$ cat src/rtl/intersection_ctrl.sv
// Two-direction intersection phase scheduler: NS/EW green-yellow-allred cycle with optional walk phase.
// Walk phase, pedestrian latch and walk lamp exist only when INTERSECTION_PED_EN is defined.
module intersection_ctrl #(
    parameter int unsigned GREEN_T  = 30,
    parameter int unsigned YELLOW_T = 4,
    parameter int unsigned ALLRED_T = 2,
    parameter int unsigned WALK_T   = 10,
    parameter int unsigned TICK_DIV = 100
) (
    input  logic       clk,
    input  logic       rst,
    input  logic       ped_req,
    output logic       ns_red,
    output logic       ns_yellow,
    output logic       ns_green,
    output logic       ew_red,
    output logic       ew_yellow,
    output logic       ew_green,
    output logic       walk,
    output logic [7:0] count,
    output logic       tick,
    output logic       ped_pending
);

    typedef enum logic [2:0] {
        NS_G = 3'd0,
        NS_Y = 3'd1,
        AR1  = 3'd2,
        EW_G = 3'd3,
        EW_Y = 3'd4,
        AR2  = 3'd5,
        WALK = 3'd6
    } state_t;

    localparam int unsigned PW = (TICK_DIV > 1) ? $clog2(TICK_DIV) : 1;
    localparam logic [PW-1:0] PRESC_LAST = PW'(TICK_DIV - 1);

    state_t        state;
    state_t        state_succ;
    logic [PW-1:0] presc;
    logic          advance;
    logic          ped_go;

    function automatic logic [7:0] dur_m1(input state_t s);
        case (s)
            NS_G, EW_G: dur_m1 = 8'(GREEN_T - 1);
            NS_Y, EW_Y: dur_m1 = 8'(YELLOW_T - 1);
            WALK:       dur_m1 = 8'(WALK_T - 1);
            default:    dur_m1 = 8'(ALLRED_T - 1);
        endcase
    endfunction

    // {ns_red, ns_yellow, ns_green, ew_red, ew_yellow, ew_green}
    function automatic logic [5:0] lamps_of(input state_t s);
        case (s)
            NS_G:    lamps_of = 6'b001_100;
            NS_Y:    lamps_of = 6'b010_100;
            EW_G:    lamps_of = 6'b100_001;
            EW_Y:    lamps_of = 6'b100_010;
            default: lamps_of = 6'b100_100;
        endcase
    endfunction

    assign tick    = (presc == PRESC_LAST);
    assign advance = tick && (count == '0);

`ifdef INTERSECTION_PED_EN
    assign ped_go = ped_pending;
`else
    logic unused_ped_req;
    assign unused_ped_req = ped_req;
    assign ped_go         = 1'b0;
    assign ped_pending    = 1'b0;
    assign walk           = 1'b0;
`endif

    always_comb begin
        state_succ = NS_G;
        case (state)
            NS_G:    state_succ = NS_Y;
            NS_Y:    state_succ = AR1;
            AR1:     state_succ = EW_G;
            EW_G:    state_succ = EW_Y;
            EW_Y:    state_succ = AR2;
            AR2:     state_succ = ped_go ? WALK : NS_G;
            default: state_succ = NS_G;
        endcase
    end

    // Lamps are registered from the successor state, so they always equal a decode of the state register.
    always_ff @(posedge clk) begin
        if (rst) begin
            state <= AR2;
            count <= 8'(ALLRED_T - 1);
            presc <= '0;
            {ns_red, ns_yellow, ns_green, ew_red, ew_yellow, ew_green} <= 6'b100_100;
        end else if (advance) begin
            state <= state_succ;
            count <= dur_m1(state_succ);
            presc <= '0;
            {ns_red, ns_yellow, ns_green, ew_red, ew_yellow, ew_green} <= lamps_of(state_succ);
        end else begin
            presc <= tick ? '0 : presc + 1'b1;
            if (tick) count <= count - 8'd1;
        end

`ifdef INTERSECTION_PED_EN
        if (rst) begin
            ped_pending <= 1'b0;
            walk        <= 1'b0;
        end else begin
            // A request coinciding with walk entry keeps the latch set for the next round.
            if (ped_req)
                ped_pending <= 1'b1;
            else if (advance && state_succ == WALK)
                ped_pending <= 1'b0;
            if (advance)
                walk <= (state_succ == WALK);
        end
`endif
    end

endmodule

$ cat config.mk
export PLATFORM = sky130hd
export DESIGN_NAME = intersection_ctrl
export DESIGN_NICKNAME = d
export VERILOG_FILES = /design/src/rtl/intersection_ctrl.sv
export SDC_FILE = /design/constraint.sdc
export NUM_CORES = 1
export LEC_CHECK = 0
export ABC_AREA = 1
export ABC_CLOCK_PERIOD_IN_PS = 1800
export CAP_MARGIN = 20
export CORE_AREA = 2 2 52 54
export CTS_CLUSTER_DIAMETER = 120
export DETAILED_ROUTE_END_ITERATION = 6
export DIE_AREA = 0 0 54 56
export GPL_TIMING_DRIVEN = 0
export PLACE_DENSITY = 0.76
export SLEW_MARGIN = 20
export SYNTH_ARGS = -nofsm -noshare
export SYNTH_HDL_FRONTEND = slang
export SYNTH_SLANG_ARGS = --single-unit
$ cat constraint.sdc
create_clock -name clk -period 1.8 [get_ports clk]
set_input_delay 0.36 -clock clk [delete_from_list [all_inputs] [get_ports clk]]
set_output_delay 0.36 -clock clk [all_outputs]
set_load 0.02 [all_outputs]
**Run 1: logic cells by family**

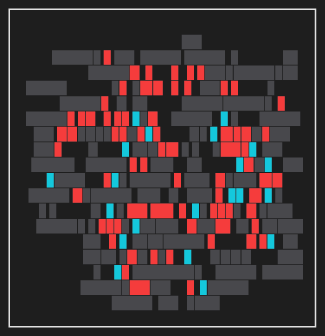
| colour | family | cells |
|---|---|---|
| red | NAND gates | 71 |
| cyan | inverters | 21 |

**Run 1: PDN straps and rails**

Pins as bars on the die edge.
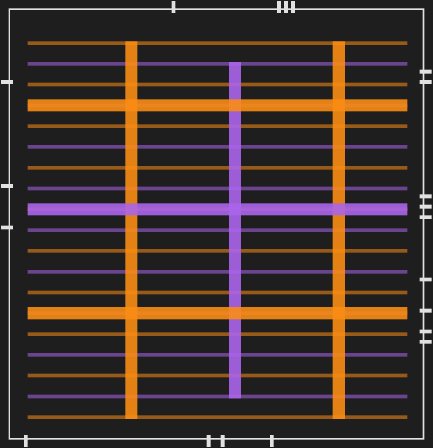
| colour | net |
|---|---|
| orange | VSS |
| purple | VDD |
met4 straps: 3
met1 rails: 19
signal pins: 20
met5 straps: 3
rows: 18

**Run 1: where the registers sit**

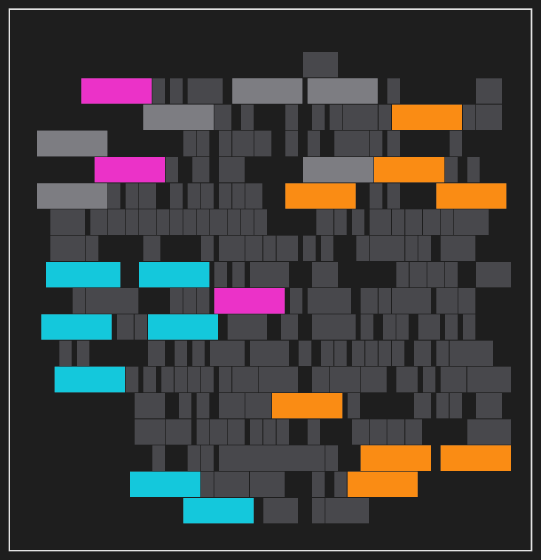
| colour | name in the netlist | placed flops |
|---|---|---|
| cyan | presc | 7 |
| orange | count | 8 |
| magenta | state | 3 |
not coloured: 6

==> flow_summary.ini, run 1 <==
; flow metrics
[status]
run_status = completed

[finish]
antenna-diode-count = 0
nFillCells = 235
area_growth_syn_to_layout_pct = 23.2
final_layout_size_suffix_gt1_frac = 0.117
finalNetCount = 212

[synthesis]
post_synth_aoi_oai_area = 0.0586
yosys_area_um2 = 1240
synthXorXnorAreaFrac = 0.0212
seq_area_frac_synth = 0.388
multiplexer_area_fraction_after_synthesis = 0
ys_cells = 181
postSynthCellCount = 181
ys_top_cells_by_area = sky130_fd_sc_hd__dfxtp_1 (39%), sky130_fd_sc_hd__nand2_1 (14%), sky130_fd_sc_hd__nor2_1 (10%), sky130_fd_sc_hd__inv_1 (6.4%), sky130_fd_sc_hd__nand3_1 (6.1%)
syn_avg_cell_area_um2 = 6.84
simple_gate_share = 0.411
yosys_warnings = 0

[final_timing]
period_used_share = 0.951
finalSetupViolations = 0
max_freq_ghz = 0.584
finalHoldViolCount = 0
min_period_ns = 1.71

[global_route]
grt_overflow = 0
globalRouteTotalUtil = 0.181
number_of_global_route_vias_before_repair = 1013

[placement]
post-dp-hpwl_um = 1760
placer_congestion = 0.827

[route]
first_iter_violations = 15
avgRoutedWirePerCell_um = 10.1
drt_pre_antenna_iters = 4
antenna_violating_nets_post_route = 0

[worst_setup_path]
critPathCaptureType = output pin
worst_path_buffer_plus_inverter_count = 1
timing.critical_path.slowest_stage_cell = sky130_fd_sc_hd__clkdlybuf4s50_1
arrival_ns = 1.35

[clock_network]
cts.reportedPaths.clkPinSlew_ns = 0.13
clock-root-buffer = sky130_fd_sc_hd__clkbuf_4
numCtsBuffers = 3
cts.sink_count = 24

[flow_run]
timing.max_cap.violations = 0

[power_and_ir_drop]
powerDensity_nw_per_um2 = 632
cellLeakagePower_nw = 0.772

[die]
die.size.x_um = 54
design.core.area_um2 = 2430

[hold_path]
min_path_type = reg -> reg
==> run 1: where the power goes <==
part           internal, mW  switching, mW
combinational        0.0134         0.0223
sequential            0.537        0.00417
clock                 0.225          0.162
total                 0.776          0.189
==> run 1: synthesized netlist by cell type, drive strengths merged <==
cell    count
nor3        2
clkbuf      1
a21oi       5
buf         3
nand2      50
dfxtp      24
conb        1
nor3b       1
xnor2       1
ha          3
o21ai       8
inv        21
nand3b      1
xor2        2
nand3      18
o211ai      1
nor2       37
nand4       2
==> run 1: per-stage QoR <==
stage | TNS (ns) | hold slack [ns] | instance area (um2) | util | worst slack (ns)
6_report | 0 | 0.430 | 1530 | 0.628 | 0.0888
5_1_grt | 0 | 0.463 | 1530 | 0.628 | 0.0272
4_1_cts | 0 | 0.436 | 1500 | 0.617 | 0.0236
3_5_place_dp | -0.135 | 0.432 | 1440 | 0.592 | -0.135
3_3_place_gp | -0.105 | 0.430 | 1440 | 0.592 | -0.105
2_1_floorplan | 0 | 0.418 | 1240 | - | 0.381
==> run 1: path summary, 6_finish.rpt <==
check                           startpoint  cells after the start  slack (ns)   endpoint
worst max register to register    count[0]                      9        0.31  ew_yellow
worst min-delay path              presc[0]                      1        0.43   presc[0]
worst max-delay path              count[6]                      1        0.09   count[6]
worst min register to register    presc[0]                      1        0.43   presc[0]
==> run 1: repair_timing <==
| action | in CTS | in global routing |
|---|---|---|
| pin swaps | 1 | 0 |
| setup endpoints to repair | 1 | 5 |
| resized | 7 | 4 |
| gates cloned | 0 | 0 |
| setup buffers | 1 | 2 |
==> run 1: registers in the layout (all words and copies together) (netlist names) <==
name       count
count          8
presc          7
state          3
ew_green       1
ew_red         1
ew_yellow      1
ns_green       1
ns_red         1
ns_yellow      1
==> run 1: cell type report <==
class                      instances  area [um2]  area share
buffer                             4        30.0      0.0197
clock buffer                       3        22.5      0.0148
clock inverter                     1        30.0      0.0197
inverter                          21        78.8      0.0516
multi-input combinational        133         656       0.430
sequential                        24         482       0.316
tap                               30        37.5      0.0246
timing repair buffer              19         190       0.125
==> run 1: cells by family after synthesis <==
logic type	Yosys count
fa+ha+maj	3
compound gates	14
xor+xnor	3
simple gates	111
other cells	1
buf+inv	25
flops	24
==> run 1: cell usage in the layout, fill, tap and decap left out, types with 3 or more instances in the layout <==
cell	n
sky130_fd_sc_hd__clkbuf_4	3
sky130_fd_sc_hd__nand2_1	46
sky130_fd_sc_hd__nand3_2	3
sky130_fd_sc_hd__nand3_1	15
sky130_fd_sc_hd__a21oi_1	5
sky130_fd_sc_hd__nor2_1	33
sky130_fd_sc_hd__dlymetal6s2s_1	4
sky130_fd_sc_hd__dfxtp_1	23
sky130_fd_sc_hd__nor2_4	3
sky130_fd_sc_hd__o21ai_0	7
sky130_fd_sc_hd__clkdlybuf4s50_1	11
sky130_fd_sc_hd__nand2_2	3
sky130_fd_sc_hd__inv_1	21
sky130_fd_sc_hd__buf_4	6
==> run 1: per-layer routing <==
metal  share of wire  up-vias  routed length (um)  track usage
li1                -      612                   -            -
met4           0.024        0                  57       0.0857
met3           0.032        6                  75       0.0269
met1            0.46      500                1100        0.227
met5               0        -                   0            0
met2            0.48       18                1140        0.293
**Run 1: clock wiring as the flow saved it**

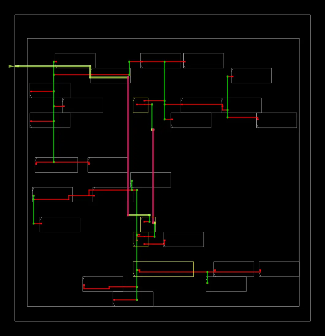

--- run 2 (diff from run 1) ---
- MAX_ROUTING_LAYER: default -> met4
- REMOVE_ABC_BUFFERS: default -> 1
**Run 2: clock wiring as the flow saved it**

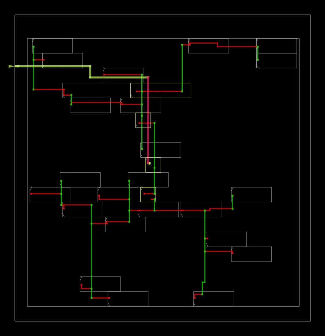
Worst Skew: 0.00834 ns
Num CTS Buffers: 3
Seq Cell Count: 24
Power Clock: 0.376 mW

==> flow_summary.ini, run 2 <==
; flow metrics
[global_route]
number_of_global_route_vias_before_repair = 981
groute.layer.met3.usage = 0.0242
globalRouteTotalUtil = 0.169

[power_and_ir_drop]
sequentialPowerShare = 0.570
powerDensity_nw_per_um2 = 644
p_sw_frac = 0.187
p_comb_frac = 0.034
cellLeakagePower_nw = 0.725
power.share.clock = 0.396
p_switching_mw = 0.177

[synthesis]
postSynthCellCount = 181
seq_area_frac_synth = 0.388
ys_top_cells_by_count = sky130_fd_sc_hd__nand2_1 (46), sky130_fd_sc_hd__nor2_1 (33), sky130_fd_sc_hd__dfxtp_1 (24)
edf_count = 0
ys_top_cells_by_area = sky130_fd_sc_hd__dfxtp_1 (39%), sky130_fd_sc_hd__nand2_1 (14%), sky130_fd_sc_hd__nor2_1 (10%), sky130_fd_sc_hd__inv_1 (6.4%), sky130_fd_sc_hd__nand3_1 (6.1%)
async_flop_share = 0
syn_avg_cell_area_um2 = 6.84
most_common_cell = sky130_fd_sc_hd__nand2_1
yosys_area_um2 = 1240

[final_timing]
max_freq_ghz = 0.584
finalHoldViolCount = 0
finalSetupViolations = 0
min_period_ns = 1.71
fin_hold_ws_ns = 0.451

[finish]
area_growth_syn_to_layout_pct = 18.9
layout_top_cell_excl_fill_tap = sky130_fd_sc_hd__nand2_1
reg.largest.list = count: 8 flops, presc: 7 flops, state: 3 flops
antenna-diode-count = 0
layout.cell_area.non_filler_um2 = 1470

[clock_network]
cts.sink_count = 24
cts.reportedPaths.clkPinSlew_ns = 0.13

[route]
avgRoutedWirePerCell_um = 10.1
first_iter_violations = 21
drt_pre_antenna_iters = 4
antenna_violating_nets_post_route = 0

[worst_setup_path]
worst_path_buffer_plus_inverter_count = 1

[die]
die.size.x_um = 54
design.core.area_um2 = 2430

[flow_run]
timing.max_cap.violations = 0

[placement]
placer_congestion = 0.886

[status]
run_status = completed
**Run 2: logic cells by family**

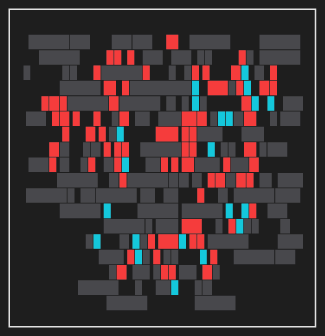
| colour | family | cells |
|---|---|---|
| cyan | inverters | 21 |
| red | NAND gates | 71 |

==> run 2: cell counts after synthesis <==
Identical to the previous run, type by type.
==> run 2: stage by stage <==
step | worst slack, ns | std cells | utilization
after global routing | 0.0200 | 229 | 0.605
after floorplan | 0.375 | 178 | -
after detailed placement | -0.145 | 224 | 0.580
final | 0.0880 | 229 | 0.605
after CTS | 0.00679 | 229 | 0.604
after global placement | -0.140 | 224 | 0.580
==> run 2: kinds of logic after synthesis <==
group                    synth area share
AND/OR/NAND/NOR                     0.411
buffers and inverters              0.0879
flip-flops                          0.388
AND-OR/OR-AND                      0.0586
XOR/XNOR                           0.0212
adder cells (fa/ha/maj)            0.0303
other                             0.00303
==> run 2: what timing repair did <==
item / 4_1_cts / 5_1_grt
endpoints found under the setup margin: 1 / 4
pin swaps: 1 / 0
gates resized: 2 / 4
buffers inserted: 1 / 0
gates cloned: 0 / 0
==> run 2: path summary, 6_finish.rpt <==
path,startpoint,end,slack (ns),depth (start not counted)
worst max register to register,count[0],ns_green,0.27,9
worst min register to register,presc[0],presc[0],0.45,1
worst min-delay path,presc[0],presc[0],0.45,1
worst max-delay path,count[5],count[5],0.09,1
==> run 2: worst register-to-register path: stages, from the launching register on <==
cell                      delay [ns]
sky130_fd_sc_hd__dfxtp_1        0.35
sky130_fd_sc_hd__inv_1          0.15
sky130_fd_sc_hd__ha_1           0.20
sky130_fd_sc_hd__nand3_1        0.13
sky130_fd_sc_hd__nor2_4         0.19
sky130_fd_sc_hd__nand2_4        0.11
sky130_fd_sc_hd__nand2_2        0.10
sky130_fd_sc_hd__inv_1          0.10
sky130_fd_sc_hd__nand2_1        0.07
sky130_fd_sc_hd__nand2_1        0.05
==> run 2: cell type report <==
cell class	count	area, um2	share of cell area
Inverter	21	78.8	0.0535
Clock buffer	3	22.5	0.0153
Clock inverter	1	30.0	0.0204
Timing Repair Buffer	17	170	0.116
Multi-Input combinational cell	133	653	0.444
Tap cell	30	37.5	0.0255
Sequential cell	24	480	0.326
==> run 2: routing by layer <==
| metal | part of all wire | wire length (um) |
|---|---|---|
| met3 | 0.043 | 100 |
| met1 | 0.47 | 1090 |
| met2 | 0.47 | 1090 |
| met4 | 0.015 | 34 |
| met5 | 0 | 0 |
==> run 2: power by group through the flow <==
| stage | Sequential [mW] | Combinational (mW) | Clock (mW) |
|---|---|---|---|
| after floorplan | 0.552 | 0.0241 | 0 |
| after global placement | 0.552 | 0.0304 | 0 |
| after detailed placement | 0.553 | 0.0316 | 0 |
| after CTS | 0.541 | 0.0320 | 0.390 |
| after global routing | 0.542 | 0.0368 | 0.413 |
| final | 0.541 | 0.0318 | 0.376 |
--- run 3 (diff from run 2) ---
- CTS_CLUSTER_DIAMETER: 120 -> default
**Run 3: PDN straps and rails**

Pins as bars on the die edge.
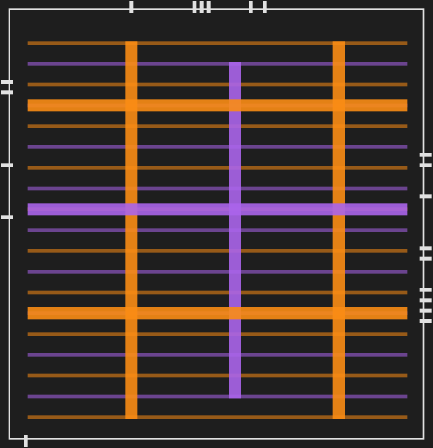
| colour | net |
|---|---|
| orange | VSS |
| purple | VDD |
signal pins: 20
met4 straps: 3

**Run 3: clock wiring as the flow saved it**

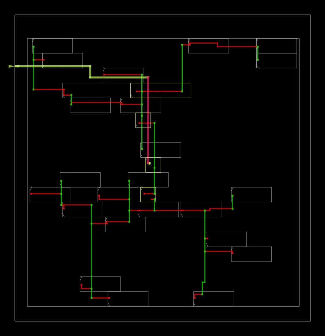
insertion delay of the later-clocked pin in the worst-skew pair: 0.30 ns
total of clock buffers placed in the layout: 3
clk sink count: 24

==> flow_summary.ini, run 3 <==
; flow metrics
[status]
run_status = completed

[synthesis]
post_synth_aoi_oai_area = 0.0586
synthXorXnorAreaFrac = 0.0212
most_common_cell = sky130_fd_sc_hd__nand2_1
synthTopLogicFamily = simple AND/OR/NAND/NOR gates
async_flop_share = 0
simple_gate_share = 0.411
ys_top_cells_by_area = sky130_fd_sc_hd__dfxtp_1 (39%), sky130_fd_sc_hd__nand2_1 (14%), sky130_fd_sc_hd__nor2_1 (10%), sky130_fd_sc_hd__inv_1 (6.4%), sky130_fd_sc_hd__nand3_1 (6.1%)
seq_area_frac_synth = 0.388
postSynthCellCount = 181
yosys_area_um2 = 1240

[worst_setup_path]
r2r_slack_ns = 0.27
worst_r2r_path_depth = 9
critical_path.reg2reg.endpoint = ns_green
path_depth = 1
worst_path_buffer_plus_inverter_count = 1

[finish]
layout_top_cell_excl_fill_tap = sky130_fd_sc_hd__nand2_1
antenna-diode-count = 0
area_growth_syn_to_layout_pct = 18.9
finish.cell_count_without_fillers = 229

[final_timing]
min_period_ns = 1.71
clock-skew-final_ns = 0.00834
fin_hold_ws_ns = 0.451
finalSetupViolations = 0
max_freq_ghz = 0.584

[power_and_ir_drop]
power.share.clock = 0.396
p_sw_frac = 0.187
p_switching_mw = 0.177
cellLeakagePower_nw = 0.725
sequentialPowerShare = 0.570
p_comb_frac = 0.034

[hold_path]
worst_hold_path.num_cells = 1

[placement]
place_inst = 224

[route]
first_iter_violations = 21
drt_pre_antenna_iters = 4
antenna_violating_nets_post_route = 0

[clock_network]
numCtsBuffers = 3

[die]
die.size.x_um = 54
## run 3: cell counts after synthesis
Identical to the previous run, type by type.
## run 3: area by class of cell
cell class	instances	area [um2]	area share
Multi-Input combinational cell	133	653	0.444
Timing Repair Buffer	17	170	0.116
Tap cell	30	37.5	0.0255
Inverter	21	78.8	0.0535
Clock buffer	3	22.5	0.0153
Clock inverter	1	30.0	0.0204
Sequential cell	24	480	0.326
## run 3: repair_timing
action / in CTS / in global routing
buffers inserted: 1 / 0
setup endpoints to repair: 1 / 4
resized: 2 / 4
hold buffers: 0 / 0
pin swaps: 1 / 0
## run 3: worst min-delay path by stage
stage	startpoint	to	slack (ns)
finish	presc[0]	presc[0]	0.45
global route	presc[0]	presc[0]	0.49
CTS	presc[0]	presc[0]	0.46
detailed placement	ns_yellow	ns_yellow	0.44
global placement	presc[0]	presc[0]	0.43
floorplan	presc[0]	presc[0]	0.42
## run 3: power by group through the flow
stage | sequential [mW] | combinational [mW] | clock (mW)
after floorplan | 0.552 | 0.0241 | 0
after global placement | 0.552 | 0.0304 | 0
after detailed placement | 0.553 | 0.0316 | 0
after CTS | 0.541 | 0.0320 | 0.390
after global routing | 0.542 | 0.0368 | 0.413
final | 0.541 | 0.0318 | 0.376
## run 3: routing by layer
metal | vias to the layer above | track usage | wire length [um]
li1 | 603 | - | -
met1 | 521 | 0.218 | 1090
met2 | 22 | 0.263 | 1090
met3 | 4 | 0.0242 | 100
met4 | 0 | 0.0607 | 34
met5 | - | - | 0
## run 3: logic make-up after synthesis
family,after synthesis
AND-OR/OR-AND,14
XOR/XNOR,3
adder cells (fa/ha/maj),3
buffers and inverters,25
flip-flops,24
other,1
AND/OR/NAND/NOR,111
## run 3: stage by stage
step	total power, mW	cell area, um2	util
floorplan	0.576	1210	-
global placement	0.583	1410	0.580
detailed placement	0.584	1410	0.580
CTS	0.963	1470	0.604
global route	0.992	1470	0.605
finish	0.949	1470	0.605
Power is estimated from default activity; no workload was simulated.
